**src/rtl/exec_mul_sequencer.sv**
```systemverilog
// rtl/exec_mul_sequencer.sv - shift-add MUL sequencer that borrows the execute-stage ALU
// Passes pipeline ALU traffic through when idle; owns the ALU and stalls while multiplying.
module exec_mul_sequencer #(
  parameter int          N        = 64,
  parameter int          CNT_W    = 7,
  parameter int          EARLY    = 0,
  parameter logic [3:0]  ADD_CTRL = 4'b0010
) (
  input  logic           clk,
  input  logic           reset,
  input  logic           start,
  input  logic [N-1:0]   opA,
  input  logic [N-1:0]   opB,
  input  logic [3:0]     pipe_AluControl,
  input  logic [N-1:0]   pipe_in1,
  input  logic [N-1:0]   pipe_in2,
  input  logic [N-1:0]   alu_result,
  output logic [3:0]     alu_control,
  output logic [N-1:0]   alu_in1,
  output logic [N-1:0]   alu_in2,
  output logic           stall,
  output logic           busy,
  output logic           done,
  output logic [N-1:0]   product
);

  typedef enum logic [1:0] {
    S_IDLE = 2'd0,
    S_RUN  = 2'd1,
    S_DONE = 2'd2
  } state_t;

  state_t             state_q, state_d;
  logic [N-1:0]       mcand_q, mcand_d;
  logic [N-1:0]       mplier_q, mplier_d;
  logic [N-1:0]       acc_q, acc_d;
  logic [CNT_W-1:0]   cnt_q, cnt_d;
  logic [N-1:0]       product_q, product_d;
  logic               busy_q, busy_d;
  logic               done_q, done_d;
  logic               last_step;

  // Early exit looks at the multiplier after this step's shift.
  assign last_step = (cnt_q == CNT_W'(N - 1)) ||
                     ((EARLY != 0) && ((mplier_q >> 1) == '0));

  always_comb begin
    alu_control = pipe_AluControl;
    alu_in1     = pipe_in1;
    alu_in2     = pipe_in2;
    if (state_q == S_RUN) begin
      alu_control = ADD_CTRL;
      alu_in1     = acc_q;
      alu_in2     = mplier_q[0] ? mcand_q : '0;
    end
  end

  always_comb begin
    state_d   = state_q;
    mcand_d   = mcand_q;
    mplier_d  = mplier_q;
    acc_d     = acc_q;
    cnt_d     = cnt_q;
    product_d = product_q;
    busy_d    = 1'b0;
    done_d    = 1'b0;
    case (state_q)
      S_IDLE: begin
        if (start) begin
          mcand_d  = opA;
          mplier_d = opB;
          acc_d    = '0;
          cnt_d    = '0;
          busy_d   = 1'b1;
          state_d  = S_RUN;
        end
      end
      S_RUN: begin
        acc_d    = alu_result;
        mcand_d  = mcand_q << 1;
        mplier_d = mplier_q >> 1;
        cnt_d    = cnt_q + 1'b1;
        busy_d   = 1'b1;
        if (last_step) begin
          product_d = alu_result;
          busy_d    = 1'b0;
          done_d    = 1'b1;
          state_d   = S_DONE;
        end
      end
      S_DONE: begin
        state_d = S_IDLE;
      end
      default: begin
        state_d = S_IDLE;
      end
    endcase
  end

  always_ff @(posedge clk) begin
    if (reset) begin
      state_q   <= S_IDLE;
      mcand_q   <= '0;
      mplier_q  <= '0;
      acc_q     <= '0;
      cnt_q     <= '0;
      product_q <= '0;
      busy_q    <= 1'b0;
      done_q    <= 1'b0;
    end else begin
      state_q   <= state_d;
      mcand_q   <= mcand_d;
      mplier_q  <= mplier_d;
      acc_q     <= acc_d;
      cnt_q     <= cnt_d;
      product_q <= product_d;
      busy_q    <= busy_d;
      done_q    <= done_d;
    end
  end

  // The MUL in IDLE must freeze the pipeline in the very cycle it is seen.
  assign stall   = ~reset & (busy_q | ((state_q == S_IDLE) & start));
  assign busy    = ~reset & busy_q;
  assign done    = ~reset & done_q;
  assign product = product_q;

endmodule
```
**config.mk**
```make
export PLATFORM = sky130hd
export DESIGN_NAME = exec_mul_sequencer
export DESIGN_NICKNAME = d
export VERILOG_FILES = /design/src/rtl/exec_mul_sequencer.sv
export SDC_FILE = /design/constraint.sdc
export NUM_CORES = 1
export LEC_CHECK = 0
export CORE_AREA = 2 2 205 207
export DETAILED_ROUTE_END_ITERATION = 10
export DIE_AREA = 0 0 207 209
export GPL_TIMING_DRIVEN = 0
export PLACE_DENSITY = 0.59
export SYNTH_ARGS = -nofsm -noshare
export SYNTH_HDL_FRONTEND = slang
export SYNTH_SLANG_ARGS = --single-unit
```
**constraint.sdc**
```tcl
create_clock -name clk -period 4.32 [get_ports clk]
set_input_delay 0.432 -clock clk [delete_from_list [all_inputs] [get_ports clk]]
set_output_delay 0.432 -clock clk [all_outputs]
set_load 0.005 [all_outputs]
```
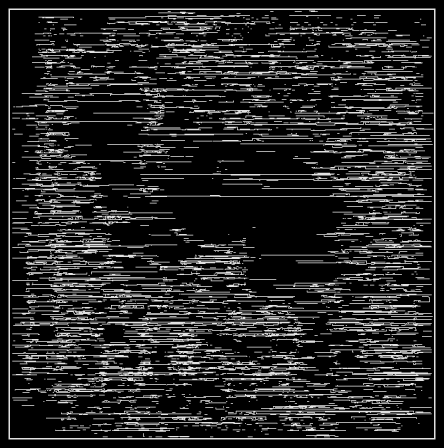
run_1/m1.png
The layer carries 20.9 mm of wire. The wires run mostly horizontal.
via count: 13300
met1 usage: 27.2%
Post-Route WL: 49700 um

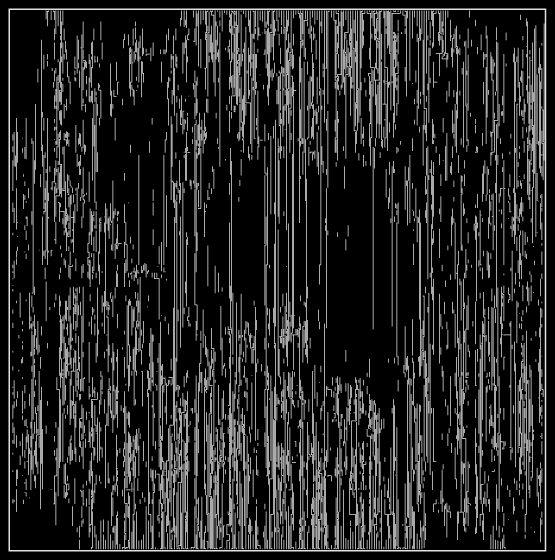
run_1/m2.png
The layer holds 49% of the routed length. The longest straight run is 89.9 um. The wires run mostly vertical.
met2 Use GR: 38.1%

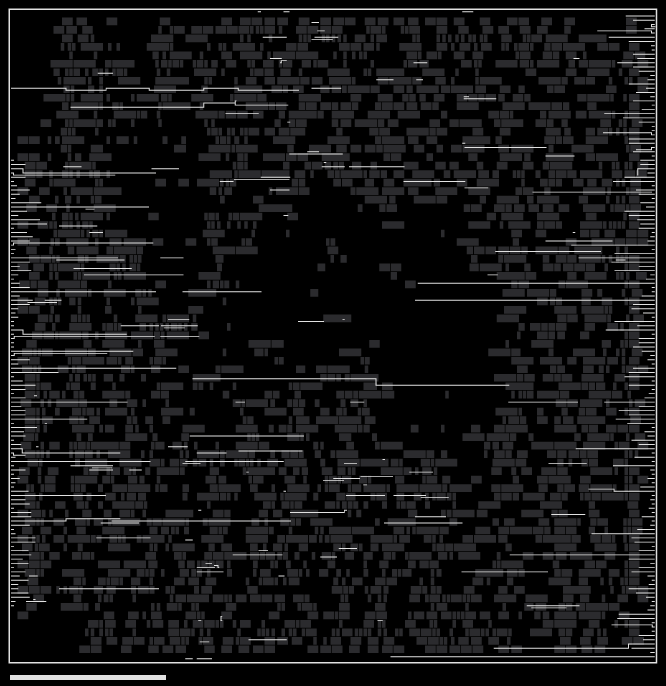
run_1/m3.png
The bar under the picture is 50 um long. Cells faint in the background.
333 nets have wire on it. The layer carries 3540 um of wire. The longest straight run is 84.4 um.
GR Layer Usage met3: 5.24%

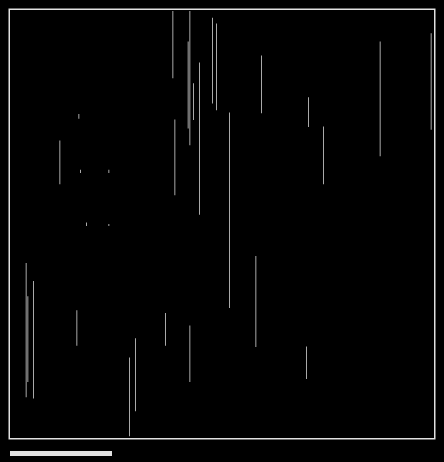
run_1/m4.png
The bar under the picture is 50 um long.
19 nets have wire on it. The wires run mostly vertical. The layer carries 1010 um of wire. The layer holds 2.0% of the routed length.

==> run summary, run 1 <==
Status = finished, final reports clean
Layout cell share with drive strength beyond 1 = 6.23%
Mean Syn Cell Area = 7.84 um2
Synth Seq Share = 42.4%
Reg2Reg Depth = 6
Antenna Nets Post-Route = 0
Number of logged tool warnings = 26
Tot GR Track Use = 22.1%
Buf+Inv Stages, Crit Path = 6
Crit-path cells = clkdlybuf4s50_1, buf_2, buf_2, clkbuf_1, buf_2, nor2_1, clkdlybuf4s50_1
Commonest non-fill, non-tap cell in the layout = clkdlybuf4s50_1
Combinational gates = 1193
Mapped Area = 12600 um2
Routed vias/inst = 4.87
Peak VDD IR = 0.264 mV
FMAX = 287 MHz
Main flop type = dfxtp_1
Grt ovf = 0
Clk buf depth = 3
Seq_cells = 267
Syn_nets = 1937
Crit. End Element = output pin
Tightest Hold Check Type = input pin to register
Multi-input combinational area share = 32.9%
Clk_skew = 0.0188 ns
Largest net degree at the start of global routing = 16
Total CTS buffers = 31
Hold_buf cts = 0
Hold path startpoint = start
Fin worst setup slack = 0.841 ns
Post-synth top area cell = dfxtp_1
Worst EP required = 3.89 ns
Seq area share = 27.3%
Relative slew slack = 56.3%
# nets final = 2494
Slew Viols, Final = 0
run 1: worst max-delay path by stage:
stage               slack [ns]    end  startpoint
floorplan                 2.54  stall       start
global placement          0.73   busy       reset
detailed placement        0.68   busy       reset
CTS                       0.66   busy       reset
global route              0.62   busy       reset
finish                    0.84   busy       reset
run 1: layer usage:
layer	GRT usage [%]	routed length, um
met4	6.58	1010
met2	38.1	24300
met3	5.24	3540
met5	0	36
met1	27.2	20900
run 1: power breakdown:
| part | switching, W | internal, W |
|---|---|---|
| clock network | 0.00104 | 0.00155 |
| registers | 0.0000984 | 0.00262 |
| logic | 0.000591 | 0.000710 |
run 1: registers in the layout, indices dropped and copies added (netlist names):
signal	count
acc_q	64
mcand_q	64
mplier_q	64
product	64
cnt_q	7
state_q	2
busy_q	1
done_q	1
--- run 2 (diff from run 1) ---
Settings changed: CORE_AREA 2 2 205 207 to 2 2 206 208, DIE_AREA 0 0 207 209 to 0 0 208 210, PLACE_DENSITY 0.59 to 0.61.
Clock period 4.32 ns to 3.2 ns, I/O delays scaled along.
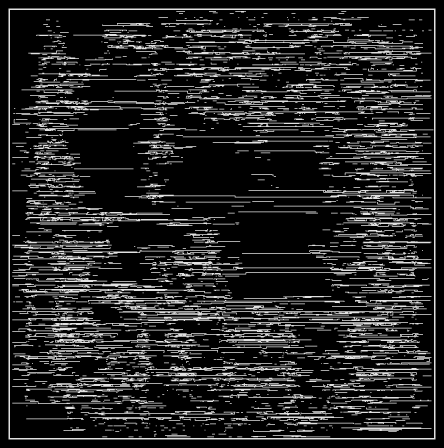
run_2/m1.png
The layer holds 41% of the routed length. 2250 nets have wire on it. The layer carries 20.6 mm of wire. The longest straight run is 79.1 um. The wires run mostly horizontal.
Post-Route WL: 49900 um
met1 usage: 25.9%
via count: 13200

==> run 2 against run 1 <==
  * Register-to-register slack worse by 1.2 ns
  * Non-clock buffer count decreased by 1
  * First-iteration DRC count up 13%
  * Combinational power up 36%
  * Largest cell class unchanged
  * Cell count about the same
  * Sequential cell count stayed put
  * Routed wire length rose by 0.43%
  * Sequential power is 35% higher
  * Largest power group is now the clock network
  * Sequential share of layout area decreased by 0.26 points
  * Synthesized cell count unchanged
  * Count of clock-buffer cells in the layout decreased by 3
  * Power up 42%
==> run summary, run 2 <==
Largest net degree at the start of global routing = 20
Hold path startpoint = alu_result[6]
Met3 WL = 3240 um
Mapped Area = 12600 um2
Mean Syn Cell Area = 7.84 um2
Seq area share = 27.1%
Worst Setup EP = alu_in1[42]
Combinational power share = 18.8%
Internal = 0.00703 W
Antenna Nets Post-Route = 0
Peak VDD IR = 0.369 mV
Main flop type = dfxtp_1
Tot GR Track Use = 21.7%
Highest metal used = met5
Sequential power share = 39.0%
Syn_nets = 1937
Switching pwr = 0.00237 W
Routed length on met1 = 20600 um
Crit-path cells = clkbuf_4, nor2b_1, buf_2, buf_8, clkbuf_4, nand2_1, nand2_1, clkdlybuf4s50_1
Grt ovf = 0
Met2 WL post-DR = 24900 um
Status = finished, final reports clean
Busiest grt layer = met2
Slew Viols, Final = 0
Layout cell share with drive strength beyond 1 = 6.86%
Seq_cells = 267
Clock group share of total power = 42.2%
Commonest non-fill, non-tap cell in the layout = clkdlybuf4s50_1
Relative slew slack = 54.0%
Routed vias/inst = 4.82
Sw Ratio = 25.2%
Reg2Reg Depth = 6
Synth Seq Share = 42.4%
FMAX = 326 MHz
Worst EP required = 2.88 ns
[run 2: cell counts after synthesis]
No cell type changed its count.
[run 2: cell families after synthesis]
kind of cell	after synthesis
AND-OR/OR-AND	209
adder cells (fa/ha/maj)	1
multiplexers	64
flip-flops	267
buffers and inverters	149
AND/OR/NAND/NOR	919
[run 2: power groups by stage]
stage | logic, W | registers (W) | clock network (W)
after floorplan | 0.000801 | 0.00369 | 0
after global placement | 0.00175 | 0.00372 | 0
after detailed placement | 0.00177 | 0.00373 | 0
after CTS | 0.00178 | 0.00366 | 0.00406
after global routing | 0.00194 | 0.00369 | 0.00418
final | 0.00177 | 0.00366 | 0.00396
[run 2: repair_timing]
action / in CTS / in global routing
hold buffers: 0 / 0
resized: 3 / 19
setup endpoints to repair: 24 / 61
Power is estimated from default activity; no workload was simulated.
